**config.mk**
```make
export PLATFORM = sky130hd
export DESIGN_NAME = mac_feeder
export DESIGN_NICKNAME = d
export VERILOG_FILES = /design/src/rtl/mac_feeder.sv
export SDC_FILE = /design/constraint.sdc
export NUM_CORES = 1
export LEC_CHECK = 0
export CORE_MARGIN = 1
export CORE_UTILIZATION = 41
export DETAILED_ROUTE_END_ITERATION = 8
export PLACE_DENSITY = 0.85
export SLEW_MARGIN = 20
export SYNTH_ARGS = -nofsm -noshare
export SYNTH_HDL_FRONTEND = slang
export SYNTH_SLANG_ARGS = --single-unit
```
**constraint.sdc**
```tcl
create_clock -name clk -period 1.7 [get_ports clk]
set_clock_uncertainty 0.05 [all_clocks]
set_input_delay 0.255 -clock clk [delete_from_list [all_inputs] [get_ports clk]]
set_output_delay 0.255 -clock clk [all_outputs]
set_load 0.03 [all_outputs]
```
**src/rtl/mac_feeder.sv**
```systemverilog
// rtl/mac_feeder.sv - operand-pair sequencer for the MAC stage
// Feeds accepted pairs to the MAC, drains its output pipeline, returns the result and clears the accumulator.
module mac_feeder #(
   parameter int WIDTH         = 8,
   parameter int ACCUMULATIONS = 3,
   parameter int DRAIN_CYCLES  = 2
) (
   input  logic             clk,
   input  logic             reset_n,
   input  logic             in_valid,
   output logic             in_ready,
   input  logic [WIDTH-1:0] in_a,
   input  logic [WIDTH-1:0] in_b,
   input  logic             in_last,
   output logic             mac_enable,
   output logic [WIDTH-1:0] mac_a,
   output logic [WIDTH-1:0] mac_b,
   output logic             mac_clear,
   input  logic [WIDTH-1:0] mac_out,
   output logic             out_valid,
   input  logic             out_ready,
   output logic [WIDTH-1:0] out_data,
   output logic             overflow,
   output logic             busy
);

   localparam int CW = $clog2(ACCUMULATIONS + 1);
   localparam int DW = $clog2(DRAIN_CYCLES + 1);

   typedef enum logic [2:0] {
      S_IDLE,
      S_ACCUM,
      S_DRAIN,
      S_CAPTURE,
      S_RESULT,
      S_CLEAR
   } state_t;

   state_t           r_state;
   state_t           w_next;
   logic [CW-1:0]    r_pair_cnt;
   logic [DW-1:0]    r_drain_cnt;
   logic             r_mac_enable;
   logic [WIDTH-1:0] r_mac_a;
   logic [WIDTH-1:0] r_mac_b;
   logic [WIDTH-1:0] r_out_data;
   logic             r_overflow;

   logic w_accept;
   logic w_pair_full;
   logic w_end_vec;
   logic w_drain_done;

   // in_ready is forced low while reset is held so every output reads 0 during reset
   assign in_ready     = reset_n && ((r_state == S_IDLE) || (r_state == S_ACCUM));
   assign w_accept     = in_valid && in_ready;
   assign w_pair_full  = (r_pair_cnt == CW'(ACCUMULATIONS - 1));
   assign w_end_vec    = w_accept && (in_last || w_pair_full);
   assign w_drain_done = (r_drain_cnt == DW'(DRAIN_CYCLES));

   assign mac_enable = r_mac_enable;
   assign mac_a      = r_mac_a;
   assign mac_b      = r_mac_b;
   assign out_data   = r_out_data;
   assign overflow   = r_overflow;
   assign out_valid  = (r_state == S_RESULT);
   assign mac_clear  = (r_state == S_CLEAR);
   assign busy       = (r_state != S_IDLE);

   always_ff @(posedge clk or negedge reset_n) begin
      if (!reset_n) begin
         r_state <= S_IDLE;
      end else begin
         r_state <= w_next;
      end
   end

   always_comb begin
      w_next = r_state;
      case (r_state)
         S_IDLE, S_ACCUM: begin
            if (w_end_vec) begin
               w_next = S_DRAIN;
            end else if (w_accept) begin
               w_next = S_ACCUM;
            end
         end
         S_DRAIN: begin
            if (w_drain_done) begin
               w_next = S_CAPTURE;
            end
         end
         S_CAPTURE: w_next = S_RESULT;
         S_RESULT: begin
            if (out_ready) begin
               w_next = S_CLEAR;
            end
         end
         S_CLEAR: w_next = S_IDLE;
         default: w_next = S_IDLE;
      endcase
   end

   // DRAIN lasts DRAIN_CYCLES+1 cycles: the first still shows the last operand pulse
   always_ff @(posedge clk or negedge reset_n) begin
      if (!reset_n) begin
         r_pair_cnt   <= '0;
         r_drain_cnt  <= '0;
         r_mac_enable <= 1'b0;
         r_mac_a      <= '0;
         r_mac_b      <= '0;
         r_out_data   <= '0;
         r_overflow   <= 1'b0;
      end else begin
         r_mac_enable <= 1'b0;
         r_mac_a      <= '0;
         r_mac_b      <= '0;
         if (w_accept) begin
            r_mac_enable <= 1'b1;
            r_mac_a      <= in_a;
            r_mac_b      <= in_b;
            r_pair_cnt   <= r_pair_cnt + CW'(1);
            if (w_pair_full && !in_last) begin
               r_overflow <= 1'b1;
            end
         end
         if ((r_state == S_DRAIN) && !w_drain_done) begin
            r_mac_enable <= 1'b1;
            r_drain_cnt  <= r_drain_cnt + DW'(1);
         end
         if (r_state == S_CAPTURE) begin
            r_out_data <= mac_out;
         end
         if (r_state == S_CLEAR) begin
            r_pair_cnt  <= '0;
            r_drain_cnt <= '0;
            r_overflow  <= 1'b0;
         end
      end
   end

endmodule

```
Figure 1. Sequential cells grouped by signal name (run 1).
(6 px per um) Other sequential cells in the stronger gray, the rest of the logic in the fainter gray.
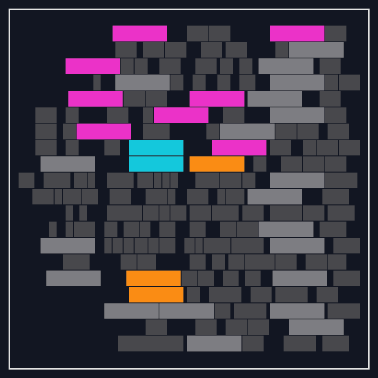
Key: orange = r_state [placed flops 3]; cyan = r_drain_cnt [placed flops 2]; magenta = mac_a [placed flops 8]

Figure 2. Sizing map (run 1).
(6 px per um)
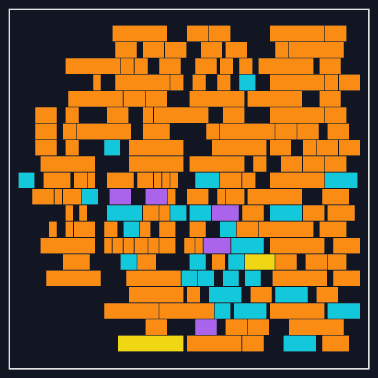
Key: yellow = _6 and larger [cells 2, share 1.2%]; orange = _0 and _1 cells [cells 139, share 81%, most used clkdlybuf4s50_1]; cyan = _3 and _4 cells [cells 26, share 15%, most used buf_4]; purple = _2 cells [cells 5, share 2.9%, most used nor3b_2]

==> flow_metrics.tcl, run 1 <==
# flow metrics
set metrics [dict create \
    status "complete, no violations" \
    finalNetCount 202 \
    cts_buffers 5 \
    grt_max_degree 23 \
    fin_setup_tns_ns 0 \
    crit_type "reg2out" \
    ys_area_um2 1360 \
    dpl_cell_area_um2 2010 \
    cts-root-buf "clkbuf_4" \
    dp_hpwl_mm 2.23 \
    maxSlewViolCount 0 \
    fmax_mhz 602 \
    tightest_slew_ns 0.349 \
    cts_setup_buffers 0 \
    yosys_warnings 0 \
    pwr-share-comb_pct 48.6 \
    drc 0 \
    grt_use_met3_pct 5.41 \
    fp_nets 135 \
    r2r_start "r_state[2]" \
    grt_pass1_vias 1005 \
    sequentialPowerShare_pct 33.7 \
    dp_slack_ns 0.0434 \
    use_met1_pct 21.3 \
    clk_pin_slew_ns 0.09 \
    final_area_um2 2120 \
    floorplan.core_util_pct 44.0 \
    num_vias 1004 \
    clock_path_buffers 2 \
    warning_count 26 \
    hp-class "in2async" \
    rsz0062_at_grt "false" \
    cts_tree "yes" \
    grt_overflow 0 \
    clkPwrFrac_pct 17.7 \
    nFillCells 259 \
    yosys.stat.seqShare_pct 60.6 \
    cp.arrival_ns 1.36 \
    layout_setup_ws_ns 0.0389 \
    synth_cell_types 29 \
    io_buffers 58 \
    startpoint "r_state[1]" \
    p_int_mw 2.13 \
]
Figure 3. Signal wires on met3 (run 1).
(4 px per um) Cells faint in the background.
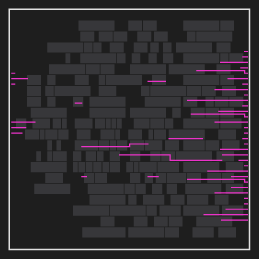
The layer carries 247 um of wire. The layer holds 8.3% of the routed length. The wires run mostly horizontal.

-- run 1: cell type report --
class / count / area share (%)
multi-input cells: 62 / 23.3
clock inverters: 1 / 1.42
flip-flops and latches: 33 / 39.0
well taps: 44 / 2.60
clock buffers: 7 / 2.60
inverters: 4 / 0.709
repair buffers: 65 / 30.4
-- run 1: synth_stat cells (all sizes together) --
library cell	number	area, um2
mux2i	1	10.0
mux2	8	120
o21ai	2	10.0
nor3	3	31.3
a211oi	2	15.0
a211o	1	8.76
and2	16	100
xnor2	1	8.76
dfrtp	33	826
nand3b	3	22.5
a21oi	4	20.0
buf	5	36.3
and3b	1	8.76
inv	4	15.0
a31oi	1	6.26
nand2b	2	12.5
nor3b	2	20.0
or2	1	6.26
ha	2	25.0
nand2	4	22.5
and2b	1	10.0
or3	1	6.26
nor2	6	22.5
-- run 1: layer usage --
| metal | up-vias | routed length (um) |
|---|---|---|
| li1 | 477 | - |
| met1 | 473 | 1160 |
| met2 | 46 | 1520 |
| met3 | 8 | 247 |
| met4 | 0 | 57 |
| met5 | - | 0 |
-- run 1: worst max-delay path, cell delays in order (launching register included) --
cell             delay, ns
dfrtp_1               0.38
or3_1                 0.36
clkdlybuf4s18_2       0.30
-- run 1: power groups by stage --
stage	Clock [mW]	Sequential [mW]	Combinational, mW
global placement	0	1.13	1.61
global route	0.641	1.15	1.74
floorplan	0	1.45	0.756
CTS	0.610	1.13	1.65
detailed placement	0	1.15	1.65
finish	0.591	1.13	1.63
-- run 1: cells by family (layout without fill, tap and decap cells) --
| family | count (synthesis) | in the layout | synth area share [%] |
|---|---|---|---|
| buffers and inverters | 9 | 77 | 3.76 |
| adder cells (fa/ha/maj) | 2 | 2 | 1.83 |
| multiplexers | 9 | 9 | 9.54 |
| AND-OR/OR-AND | 10 | 10 | 4.40 |
| AND/OR/NAND/NOR | 40 | 40 | 19.3 |
| flip-flops | 33 | 33 | 60.6 |
| XOR/XNOR | 1 | 1 | 0.642 |
-- run 1: stage by stage --
step                instances  hold slack (ns)  power (mW)
detailed placement        208            0.441        2.80
global placement          208            0.437        2.73
floorplan                 104          -0.0906        2.21
finish                    216            0.264        3.35
CTS                       216            0.255        3.39
global route              216            0.284        3.54
-- run 1: final timing paths --
kind | to
min in group clk | mac_b[6]
worst max register to register | out_data[7]
worst max-delay path | busy
max in group asynchronous | mac_b[1]
worst min-delay path | out_data[1]
worst min register to register | out_data[5]
-- run 1: registers in the layout, indices dropped and copies added (netlist names) --
| name | cells |
|---|---|
| mac_a | 8 |
| mac_b | 8 |
| mac_enable | 1 |
| out_data | 8 |
| overflow | 1 |
| r_drain_cnt | 2 |
| r_pair_cnt | 2 |
| r_state | 3 |
-- run 1: what timing repair did --
item | 4_1_cts | 5_1_grt
resized | 5 | 11
endpoints found under the setup margin | 3 | 11
hold buffers | 0 | 0
==> inputs of run 2 (changes only) <==
--- a/config.mk
+++ b/config.mk
@@ -5,11 +5,9 @@
 export SDC_FILE = /design/constraint.sdc
 export NUM_CORES = 1
 export LEC_CHECK = 0
-export CORE_MARGIN = 1
 export CORE_UTILIZATION = 41
 export DETAILED_ROUTE_END_ITERATION = 8
 export PLACE_DENSITY = 0.85
-export SLEW_MARGIN = 20
 export SYNTH_ARGS = -nofsm -noshare
 export SYNTH_HDL_FRONTEND = slang
 export SYNTH_SLANG_ARGS = --single-unit
==> constraint.sdc (replaced) <==
create_clock -name clk -period 1.7 [get_ports clk]
set_clock_uncertainty 0.05 [all_clocks]
set_input_delay 0.17 -clock clk [delete_from_list [all_inputs] [get_ports clk]]
set_output_delay 0.17 -clock clk [all_outputs]
set_load 0.03 [all_outputs]
Figure 4. Sequential cells grouped by signal name (run 2).
(6 px per um) Other sequential cells in the stronger gray, the rest of the logic in the fainter gray.
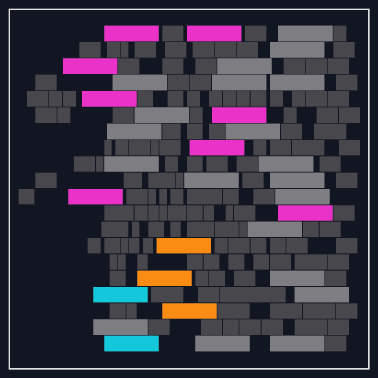
Key: magenta = mac_a [placed flops 8]; orange = r_state [placed flops 3]; cyan = r_drain_cnt [placed flops 2]

Figure 5. Signal wires on met3 (run 2).
(4 px per um) Cells faint in the background.
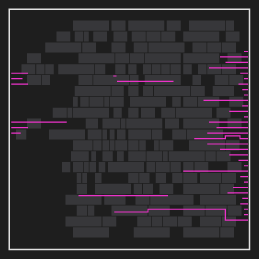
The longest straight run is 22.1 um. The wires run mostly horizontal. The layer carries 244 um of wire. 39 nets have wire on it.

==> flow_metrics.tcl, run 2 <==
# flow metrics
set metrics [dict create \
    num_vias 990 \
    final_area_um2 2100 \
    edf_count 0 \
    cpPeakStageDelay_ns 0.38 \
    floorplan.core_util_pct 44.0 \
    power.total_mw 3.41 \
    ff_type "dfrtp_1" \
    dpl_cell_area_um2 2020 \
    yosysTopAreaCell "dfrtp_1" \
    synth_cell_types 29 \
    area_leaders "dfrtp_1 61%, mux2_4 8.8%, and2_1 7.3%" \
    crit_type "reg2out" \
    status "complete, no violations" \
    startpoint "r_state[1]" \
    cts_buffers 5 \
    worstSetupEndpoint "busy" \
    tightest_slew_ns 0.328 \
    cp_num_buf_inv 1 \
    grt_max_degree 21 \
    crit_cells 2 \
    grt_overflow 0 \
    io_buffers 58 \
    synth_top_area_share_pct 60.6 \
    fp_nets 135 \
    fmax_mhz 606 \
    clk_pin_slew_ns 0.11 \
    p_int_mw 2.16 \
    crit_path_top_delay_cell "dfrtp_1" \
    r2r_start "r_state[2]" \
    layout_setup_ws_ns 0.0511 \
    ys_top_cells_by_count "33 x dfrtp_1, 16 x and2_1, 8 x mux2_4, 6 x nor2_1" \
    critPathTopFamily "flip-flops" \
    pwr-share-comb_pct 48.6 \
    yosysMostFrequentCell "dfrtp_1" \
    hp-class "in2async" \
]
Figure 6. Placed cells, one color a class (run 2).
(8 px per um)
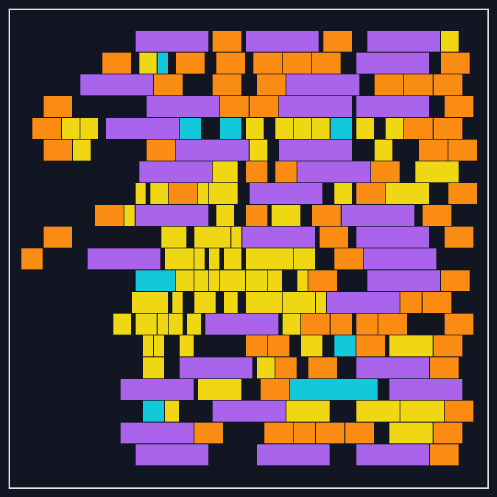
Key: yellow = combinational and other logic [cells 66, share of their area 25%]; cyan = clock drivers and dummy loads [cells 8, share of their area 4.2%]; orange = other buffers and delay cells [cells 66, share of their area 31%]; purple = flops [cells 33, share of their area 40%]

[run 2: cell families (layout without fill, tap and decap cells)]
kind of cell               after synthesis  after routing  synth area share, %
xor gates and xnor gates                 1              1                0.642
DFF                                     33             33                 60.6
and+or+nand+nor                         40             40                 19.3
adders and majority gates                2              2                 1.83
buffers and inverters                    9             78                 3.76
muxes                                    9              9                 9.54
AOI/OAI and AO/OA                       10             10                 4.40
[run 2: area by class of cell]
cell class              instances  area, um2
well taps                      44       55.1
clock buffers                   7       55.1
inverters                       4       15.0
clock inverters                 1       30.0
fillers                       238       1000
multi-input cells              62        487
repair buffers                 66        633
flip-flops and latches         33        826
[run 2: worst register-to-register path, delay by kind of cell, from the launching register on]
kind / cells / cell delay, ns
and+or+nand+nor: 2 / 0.39
DFF: 1 / 0.39
buffers and inverters: 1 / 0.18
muxes: 1 / 0.33
[run 2: worst min path at each step]
stage	depth (start not counted)	from	slack, ns	endpoint
after floorplan	0	reset_n	-0.18	mac_a[0]
after global placement	1	r_drain_cnt[0]	0.44	r_drain_cnt[0]
after detailed placement	1	out_data[3]	0.44	out_data[3]
after CTS	2	reset_n	0.15	overflow
after global routing	2	reset_n	0.19	overflow
final	2	reset_n	0.16	overflow
[run 2: power by group through the flow]
stage	clock network [mW]	registers (mW)	logic, mW
floorplan	0	1.45	0.756
global placement	0	1.13	1.61
detailed placement	0	1.14	1.66
CTS	0.633	1.13	1.67
global route	0.661	1.15	1.76
finish	0.620	1.13	1.66
[run 2: per-layer routing]
layer	global-route usage (%)	vias to the layer above	routed length, um
li1	-	478	-
met1	22.1	466	1270
met2	31.4	42	1570
met3	6.71	4	243
met4	9.97	0	63
met5	0	-	0
[run 2: what timing repair did]
item,CTS,global route
pin swaps,0,0
gates resized,1,1
hold buffers,0,0
setup buffers,0,0
setup endpoints to repair,1,1
[run 2: metrics by stage]
stage | util [%] | cells
after floorplan | - | 104
after global placement | 65.0 | 209
after detailed placement | 65.0 | 209
after CTS | 67.7 | 217
after global routing | 67.7 | 217
final | 67.7 | 217
No activity file was given, so power comes from the tool's default toggle rates.
